<file path="config.mk">
export PLATFORM = sky130hd
export DESIGN_NAME = deck_server
export DESIGN_NICKNAME = d
export VERILOG_FILES = /design/src/rtl/deck_pkg.sv /design/src/rtl/deck_lfsr.sv /design/src/rtl/deck_server.sv
export SDC_FILE = /design/constraint.sdc
export NUM_CORES = 1
export LEC_CHECK = 0
export ABC_AREA = 1
export CAP_MARGIN = 40
export CELL_PAD_IN_SITES_DETAIL_PLACEMENT = 1
export CELL_PAD_IN_SITES_GLOBAL_PLACEMENT = 2
export CORE_AREA = 2 2 255 257
export DETAILED_ROUTE_END_ITERATION = 10
export DIE_AREA = 0 0 257 259
export MAX_ROUTING_LAYER = met4
export PLACE_DENSITY_LB_ADDON = 0.1
export SETUP_SLACK_MARGIN = 0.05
export SYNTH_ARGS = -nofsm -noshare
export SYNTH_HDL_FRONTEND = slang
export SYNTH_HIERARCHICAL = 1
export SYNTH_SLANG_ARGS = --single-unit
</file>
<file path="constraint.sdc">
create_clock -name Clock -period 4.9 [get_ports Clock]
set_input_delay 0.98 -clock Clock [delete_from_list [all_inputs] [get_ports Clock]]
set_output_delay 0.98 -clock Clock [all_outputs]
set_load 0.02 [all_outputs]
</file>
<file path="src/rtl/deck_pkg.sv">
`default_nettype none
// +--------------------------------------------------------------------------+
// | Module   : deck_pkg                                                      |
// | Brief    : Shared constants, state encoding and card decode for the      |
// |            blackjack deck server.                                        |
// | Revision : 1.0  initial release                                          |
// +--------------------------------------------------------------------------+
package deck_pkg;

  // Deck geometry
  localparam int DECK_SIZE = 52;
  localparam int RANKS     = 13;
  localparam int IDX_W     = 6;

  // Fibonacci taps for x^8 + x^6 + x^5 + x^4 + 1 (shift-left form)
  localparam logic [7:0] LFSR_TAPS = 8'hB8;

  // Rank boundaries used by the point-value decode
  localparam int RANK_ACE  = 1;
  localparam int RANK_JACK = 11;
  localparam int RANK_KING = 13;

  // Blackjack point value of face cards
  localparam logic [3:0] FACE_POINTS = 4'd10;

  typedef enum logic [2:0] {
    ST_INIT  = 3'd0,
    ST_IDLE  = 3'd1,
    ST_SWAP  = 3'd2,
    ST_DONE  = 3'd3,
    ST_FETCH = 3'd4,
    ST_HOLD  = 3'd5
  } deck_state_e;

  typedef struct packed {
    logic [3:0] value;
    logic       face;
    logic       ace;
  } card_t;

  // Card index 0..51 -> point value plus face/ace flags.
  // rank = (idx mod 13) + 1; ranks J..K (11..13) all score 10.
  function automatic card_t decode_card(input logic [IDX_W-1:0] idx);
    card_t      c;
    logic [3:0] rank;
    c    = '0;
    rank = 4'(idx % IDX_W'(RANKS)) + 4'd1;
    if (rank == 4'(RANK_ACE)) begin
      c.value = 4'd1;
      c.ace   = 1'b1;
    end else if (rank >= 4'(RANK_JACK) && rank <= 4'(RANK_KING)) begin
      c.value = FACE_POINTS;
      c.face  = 1'b1;
    end else begin
      c.value = rank;
    end
    return c;
  endfunction

endpackage : deck_pkg
`default_nettype wire

</file>
<file path="src/rtl/deck_lfsr.sv">
`default_nettype none
// +--------------------------------------------------------------------------+
// | Module   : deck_lfsr                                                     |
// | Brief    : Free-running 8-bit Fibonacci LFSR, x^8+x^6+x^5+x^4+1.         |
// |            Loads the seed on reset and advances on every clock.          |
// | Revision : 1.0  initial release                                          |
// +--------------------------------------------------------------------------+
module deck_lfsr
  import deck_pkg::*;
(
  input  logic       Clock,
  input  logic       Reset,
  input  logic [7:0] seed_i,
  output logic [7:0] state_o
);

  logic [7:0] lfsr_q;
  logic [7:0] lfsr_d;
  logic       fb_d;

  // Feedback is the parity of the tapped bits, shifted in at the LSB
  always_comb begin
    fb_d   = ^(lfsr_q & LFSR_TAPS);
    lfsr_d = {lfsr_q[6:0], fb_d};
  end

  // State register; seed must be nonzero or the sequence sticks at zero
  always_ff @(posedge Clock) begin
    if (!Reset) begin
      lfsr_q <= seed_i;
    end else begin
      lfsr_q <= lfsr_d;
    end
  end

  assign state_o = lfsr_q;

endmodule : deck_lfsr
`default_nettype wire

</file>
<file path="src/rtl/deck_server.sv">
`default_nettype none
// +--------------------------------------------------------------------------+
// | Module   : deck_server                                                   |
// | Brief    : 52-card deck with LFSR-driven Fisher-Yates shuffle and a      |
// |            level-handshaked card fetch port returning blackjack points.  |
// |            Optional build macro DECK_NOSHUFFLE_EN: a shuffle request     |
// |            completes immediately and the deck stays in identity order.   |
// | Revision : 1.0  initial release                                          |
// +--------------------------------------------------------------------------+
module deck_server
  import deck_pkg::*;
#(
  parameter logic [7:0] SEED = 8'hA5
) (
  input  logic             Clock,
  input  logic             Reset,
  input  logic             Shuffler,
  input  logic             Sum,
  input  logic [IDX_W-1:0] i_Memory_Adress,
  output logic             Finish,
  output logic             Ok,
  output logic [3:0]       o_Card,
  output logic             o_Face,
  output logic             o_Ace
);

  deck_state_e      state_q, state_d;
  logic [IDX_W-1:0] k_q, k_d;        // INIT fill pointer
  logic [IDX_W-1:0] i_q, i_d;        // Fisher-Yates upper index
  logic [IDX_W-1:0] addr_q, addr_d;  // latched fetch address
  card_t            card_q, card_d;
  logic             swap_en_d;

  logic [IDX_W-1:0] deck_q [DECK_SIZE];

  logic [7:0]       lfsr_state;
  logic [IDX_W-1:0] swap_j;
  logic             unused_lfsr_hi;

  deck_lfsr u_lfsr (
    .Clock   (Clock),
    .Reset   (Reset),
    .seed_i  (SEED),
    .state_o (lfsr_state)
  );

  // Candidate swap partner comes from the low LFSR bits; the top bits only
  // contribute through the sequence itself.
  assign swap_j         = lfsr_state[IDX_W-1:0];
  assign unused_lfsr_hi = ^lfsr_state[7:IDX_W];

  // Next-state, counters and registered card decode
  always_comb begin
    state_d   = state_q;
    k_d       = k_q;
    i_d       = i_q;
    addr_d    = addr_q;
    card_d    = card_q;
    swap_en_d = 1'b0;
    case (state_q)
      ST_INIT: begin
        if (k_q == IDX_W'(DECK_SIZE - 1)) begin
          k_d     = '0;
          state_d = ST_IDLE;
        end else begin
          k_d = k_q + 1'b1;
        end
      end
      ST_IDLE: begin
        // A shuffle request wins over a simultaneous fetch request
        if (Shuffler) begin
`ifdef DECK_NOSHUFFLE_EN
          state_d = ST_DONE;
`else
          i_d     = IDX_W'(DECK_SIZE - 1);
          state_d = ST_SWAP;
`endif
        end else if (Sum) begin
          addr_d  = i_Memory_Adress;
          state_d = ST_FETCH;
        end
      end
      ST_SWAP: begin
        // Out-of-range partner: retry next cycle with a fresh LFSR value
        if (swap_j <= i_q) begin
          swap_en_d = 1'b1;
          if (i_q == IDX_W'(1)) begin
            state_d = ST_DONE;
          end else begin
            i_d = i_q - 1'b1;
          end
        end
      end
      ST_DONE: begin
        if (!Shuffler) begin
          state_d = ST_IDLE;
        end
      end
      ST_FETCH: begin
        if (addr_q < IDX_W'(DECK_SIZE)) begin
          card_d = decode_card(deck_q[addr_q]);
        end else begin
          card_d = '0;
        end
        state_d = ST_HOLD;
      end
      ST_HOLD: begin
        if (!Sum) begin
          state_d = ST_IDLE;
        end
      end
      default: begin
        state_d = ST_INIT;
      end
    endcase
  end

  // Control registers; reset restarts the deck fill from entry 0
  always_ff @(posedge Clock) begin
    if (!Reset) begin
      state_q <= ST_INIT;
      k_q     <= '0;
      i_q     <= '0;
      addr_q  <= '0;
      card_q  <= '0;
    end else begin
      state_q <= state_d;
      k_q     <= k_d;
      i_q     <= i_d;
      addr_q  <= addr_d;
      card_q  <= card_d;
    end
  end

  // Deck storage: identity fill during INIT, single-cycle swap during SWAP
  always_ff @(posedge Clock) begin
    if (Reset) begin
      if (state_q == ST_INIT) begin
        deck_q[k_q] <= k_q;
      end else if (swap_en_d) begin
        deck_q[i_q]    <= deck_q[swap_j];
        deck_q[swap_j] <= deck_q[i_q];
      end
    end
  end

  // Status flags are decoded from distinct states, so they are exclusive
  assign Finish = (state_q == ST_DONE);
  assign Ok     = (state_q == ST_HOLD);
  assign o_Card = card_q.value;
  assign o_Face = card_q.face;
  assign o_Ace  = card_q.ace;

endmodule : deck_server
`default_nettype wire

</file>
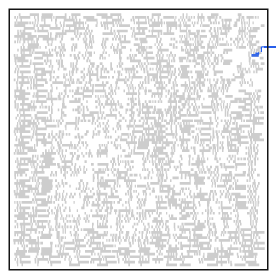
(I/O nets highlighted)
Drawn at 1 px/um.
legend:
  o_Face:
    colour: blue
    bits: 1
    direction: output
    edge: east
    end_cells: 1
    buffers: 1
    wire: 14.9 um

==> results.py <==
# Metrics from the implementation run
metrics = {
    "final_timing": {
        "skew_ns": 0.0216,
        "max_freq_mhz": 212,
        "setup_tns_ns": 0,
        "period_needed_ns": 4.73,
        "worst_slew_pin_slew_ns": 0.957,
        "slew_viol_final": 0,
        "hold_viol_final": 0,
        "setup_ws_ns": 0.172,
    },
    "global_route": {
        "use_met2": 0.598,
        "grt_overflow": 0,
        "grtUsageMet1": 0.494,
        "grt_util_met3": 0.0737,
    },
    "power_and_ir_drop": {
        "clock_power_mw": 3.55,
        "p_switching_mw": 9.28,
        "p_int_mw": 8.30,
        "netSwitchingFraction": 0.528,
        "peakVddDrop_mv": 0.687,
        "p_leak_nw": 10.4,
        "power_leader": "combinational cells",
        "power-per-cell-area_mw_per_mm2": 620,
    },
    "run": {
        "drv_cap": 0,
        "tool_warnings": 34,
    },
    "yosys": {
        "synth.most_common_cell": "nand2_1",
        "synth.avg_cell_area_sq_um": 7.42,
        "simple_gate_share": 0.233,
        "ys_cells": 3243,
        "synthTopLogicFamily": "AND-OR/OR-AND gates",
        "netlist_instances": 3243,
        "yosys.area.top_type_share": 0.389,
        "ys_seq_frac": 0.428,
        "synth-edff-count": 312,
        "ys_sh_mux": 0,
        "ys_types": 56,
        "yosys_warnings": 6,
        "syn_area_sq_mm": 0.0241,
        "flop_cell": "edfxtp_1",
    },
    "cells_and_area": {
        "buf_share": 0.0884,
        "nonClockInverterCount": 185,
        "syn2layout_area_growth_pct": 17.9,
        "drive_gt1_frac": 0.121,
        "layout_top_cell": "nand2_1",
        "top_register": "deck_q",
        "utilization": 0.444,
        "largest_class": "combinational gates",
        "comb_share": 0.430,
        "fin_cells": 4139,
        "nClkBuffers": 55,
        "antennaDiodeCount": 8,
        "layout.nets": 3269,
        "comb_area_sq_mm": 0.0122,
    },
    "placed_design": {
        "gp_congestion": 0.984,
        "dp_cells": 4014,
        "io_buffer_count": 17,
        "place_area_sq_mm": 0.0259,
        "hpwl_um": 87600,
    },
    "worst_setup_path": {
        "rr_worst_depth": 33,
        "rrSetupSlack_ns": 0.17,
        "crit_required_ns": 5.44,
        "crit_cells": 33,
        "crit_slowest_cell": "dfxtp_4",
        "worstPathArrival_ns": 5.26,
        "cpPeakStageDelay_ns": 0.47,
        "worstSetupPathType": "reg2reg",
    },
    "floorplanning": {
        "coreArea_sq_mm": 0.0639,
        "die_h_um": 259,
        "ios": 18,
        "die_w_um": 257,
    },
    "outcome": {
        "outcome": "completed",
    },
    "drt": {
        "drt_iter0_markers": 3345,
        "highest_layer": "met4",
        "wl_met3_um": 12100,
        "wl_met1_um": 52900,
        "post_drt_via_cell_ratio": 6.40,
        "wire_per_inst_um": 31.6,
    },
    "clock_tree": {
        "clock-sinks": 359,
        "cts-resized-gates": 13,
        "clock_latency_ns": 0.61,
        "cts_setup_buffers": 1,
        "path_clk_slew_ns": 0.06,
        "root_buffer": "clkbuf_16",
    },
    "worst_hold_path": {
        "min_to": "o_Face$_SDFFE_PN0N_",
        "min_path_type": "reg2reg",
    },
}
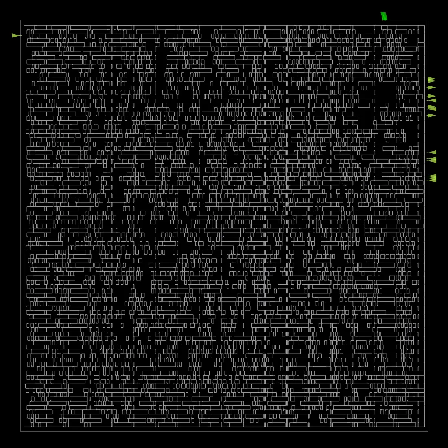
(cell placement)
register fraction of the total cell area: 0.364
registers: 359

Power and IR drop assume default switching activity.
